==> src/rtl/decimator_pkg.sv <==
// decimator_pkg: shared defaults and the phase-counter width helper
package decimator_pkg;
  localparam int DEFAULT_DATA_W = 12;
  localparam int DEFAULT_DECIM_FACTOR = 512;
  function automatic int ctr_width(input int decim_factor);
    return $clog2(decim_factor);
  endfunction
endpackage

==> src/rtl/decim_phase_ctr.sv <==
// decim_phase_ctr: free-running wrap-around phase counter with terminal-count flag
module decim_phase_ctr #(
  parameter int W = 9
) (
  input  logic clk,
  input  logic rst,
  output logic tc
);
  logic [W-1:0] cnt;
  // Power-of-two period, so the natural binary wrap gives a seamless restart
  always_ff @(posedge clk)
    cnt <= rst ? '0 : cnt + 1'b1;
  assign tc = &cnt;
endmodule

==> src/rtl/decimator.sv <==
// decimator: sample-and-hold decimator; define DECIMATOR_VALID_EN to add the data_valid strobe
module decimator
  import decimator_pkg::*;
#(
  parameter int DATA_W       = DEFAULT_DATA_W,
  parameter int DECIM_FACTOR = DEFAULT_DECIM_FACTOR
) (
  input  logic              clk,
  input  logic              rst,
  input  logic [DATA_W-1:0] data_in,
`ifdef DECIMATOR_VALID_EN
  output logic              data_valid,
`endif
  output logic [DATA_W-1:0] data_out
);
  localparam int CW = ctr_width(DECIM_FACTOR);
  if (DECIM_FACTOR < 2 || DECIM_FACTOR > 65536 || (DECIM_FACTOR & (DECIM_FACTOR - 1)) != 0) begin : g_bad_factor
    $fatal(1, "decimator: DECIM_FACTOR must be a power of two in [2, 65536]");
  end
  logic tc;
  decim_phase_ctr #(.W(CW)) u_ctr (
    .clk(clk),
    .rst(rst),
    .tc (tc)
  );
  // Capture on the last phase of each period; reset wins over a capture
  always_ff @(posedge clk)
    data_out <= rst ? '0 : tc ? data_in : data_out;
`ifdef DECIMATOR_VALID_EN
  // Strobe is high for the cycle following each capture edge
  always_ff @(posedge clk)
    data_valid <= !rst && tc;
`endif
endmodule

==> config.mk <==
export PLATFORM = sky130hd
export DESIGN_NAME = decimator
export DESIGN_NICKNAME = d
export VERILOG_FILES = /design/src/rtl/decimator_pkg.sv /design/src/rtl/decim_phase_ctr.sv /design/src/rtl/decimator.sv
export SDC_FILE = /design/constraint.sdc
export NUM_CORES = 1
export LEC_CHECK = 0
export CAP_MARGIN = 20
export CORE_ASPECT_RATIO = 1.2
export CORE_MARGIN = 2
export CORE_UTILIZATION = 45
export DETAILED_ROUTE_END_ITERATION = 8
export HOLD_SLACK_MARGIN = 0.05
export MAX_ROUTING_LAYER = met4
export PLACE_DENSITY_LB_ADDON = 0.3
export SETUP_SLACK_MARGIN = 0.2
export SYNTH_ARGS = -nofsm -noshare
export SYNTH_HDL_FRONTEND = slang
export SYNTH_SLANG_ARGS = --single-unit
==> constraint.sdc <==
create_clock -name clk -period 5 [get_ports clk]
set_input_delay 0.5 -clock clk [delete_from_list [all_inputs] [get_ports clk]]
set_output_delay 0.5 -clock clk [all_outputs]
set_load 0.01 [all_outputs]
Signal wires on met1:
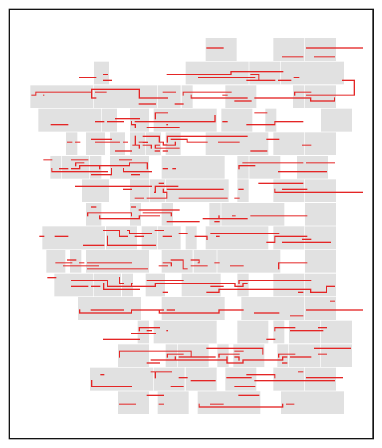
main direction: horizontal
longest straight run: 10.6 µm
share of all routed wire: 44%

Met2 routing:
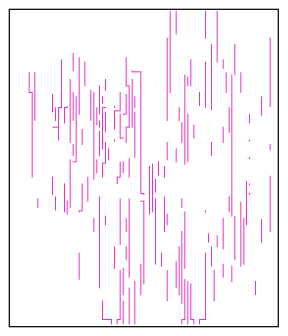
longest straight run: 22.1 µm
wire length on this layer: 684 µm
main direction: vertical
share of all routed wire: 49%

The metal 3 layer:
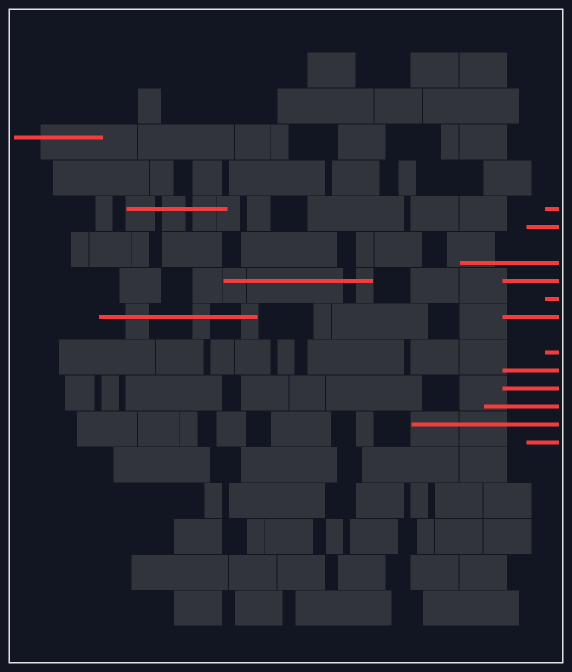
nets with wire on the layer: 15
longest straight run: 11.7 µm
share of all routed wire: 5.9%
main direction: horizontal

Register map, names as in the netlist:
Scale bar: 10 µm.
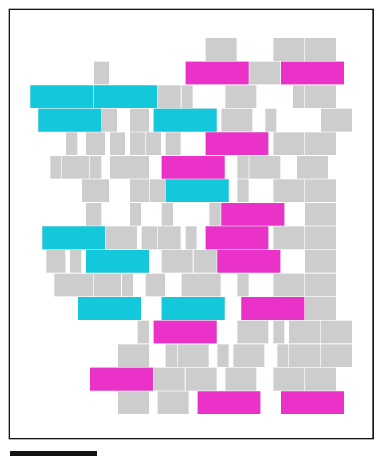
legend:
  magenta:
    netlist_name: `data_out`
    sequential_cells: 12
  cyan:
    netlist_name: `u_ctr.cnt`
    sequential_cells: 9

==> deck_impl_summary.md <==
Run Summary

Setup path
  • Worst Setup End Kind: flip-flop
  • RR Endpoint: data_out[11]
  • Worst R2R Start: u_ctr.cnt[0]
  • Crit-path max cell delay: 0.60 ns
  • Buf/Inv on CP: 0
  • R2R Setup Slk: 3.12 ns
  • CP Launch Type: flip-flop
  • Setup crit end: data_out[11]
  • Slowest CP cell: ha_1
  • Worst path required time: 5.16 ns
  • Setup CP Type: reg -> reg

Yosys
  • Post-synth area from yosys stat: 774 µm²
  • Post-synth cell types: 16
  • Yosys Instances: 76
  • Syn Inst Count: 76
  • Cell with the most instances after synthesis: dfxtp_1
  • Synth Seq Share: 0.543
  • Main logic family after synthesis: simple AND/OR/NAND/NOR gates
  • Synth top area cells: dfxtp_1 (54%), mux2i_1 (16%), nor2_1 (8.2%)
  • Adder share: 0.0323
  • Fraction of registers with async set/reset: 0
  • Top cell area share: 0.543
  • Mux area share: 0.155
  • Mean Syn Cell Area: 10.2 µm²
  • XOR/XNOR Area Share: 0.0339

Place
  • IO Port Bufs: 25
  • Place WS: 3.09 ns
  • Post-DP Area: 1030 µm²
  • Cells after DPL: 116
  • RePlAce Congestion: 0.738

Clock tree
  • CTS max path bufs: 2
  • Hold-fix buffers, CTS: 0
  • Cts repair resizes: 0
  • Later-pin clock latency in the skew report: 0.29 ns
  • Post-CTS Setup Bufs: 0
  • Number of buffers created by CTS: 3
  • Root Buffer: clkbuf_4

Die
  • Core Footprint: 1620 µm²
  • Horiz. Die Dim: 41.9 µm
  • Die Size: 2070 µm²
  • Num rows: 16
  • Die extent in y: 49.4 µm
  • # IOs: 26
  • Well Taps: 18
  • FP Util: 0.478

Global routing
  • GRT met2 Usage: 0.245
  • Vias in the first global route: 561
  • GR Layer Usage met3: 0.0407
  • Grt ovf: 0
  • Global Route Usage Sum: 0.149
  • Initial antenna violation count: 0

Cells and area
  • Post-layout util: 0.654
  • Logic area: 342 µm²
  • FILL cells: 135
  • Finished Layout Cells: 120
  • Number of non-clock inverters: 0
  • Most flops, register: data_out
  • P&R area growth vs syn: 37.0%
  • Clock-cell share of area: 0.0248
  • Most frequent logic cell in the layout: clkdlybuf4s50_1
  • Leading cell kind: registers
  • # clk buffers: 4
  • Sequential cell area: 420 µm²

STA
  • Crit path time final: 1.88 ns
  • Rel. slew slack: 0.522
  • Hold Fails Final Rpt: 0
  • Period utilisation layout: 0.376
  • RSZ-0062 raised after global routing: no
  • Worst-margin pin slew: 0.715 ns
  • Count of final setup violators: 0
  • Fmax: 532 MHz

Power and ir drop
  • LEAKAGE: 0.370 nW
  • PD cells: 249 nW/µm²
  • Final Power: 0.264 mW
  • Top power group: sequential cells
  • Sequential share of power: 0.649
  • Power Combinational: 0.0161 mW
  • Psw: 0.0530 mW
  • Sequential Power: 0.171 mW
  • Clock share of power: 0.291
  • Pint: 0.211 mW

Route
  • M1 WL: 619 µm
  • WL met3: 82 µm
  • Uppermost layer routed: met4
  • DR vias: 604
  • DR WL met2: 683 µm
  • Post-Route WL: 1400 µm

Run
  • Max-cap violation count: 0

Outcome
  • Status: finished clean

Min path
  • Worst hold path class: reg -> reg
No activity file was given, so power comes from the tool's default toggle rates.
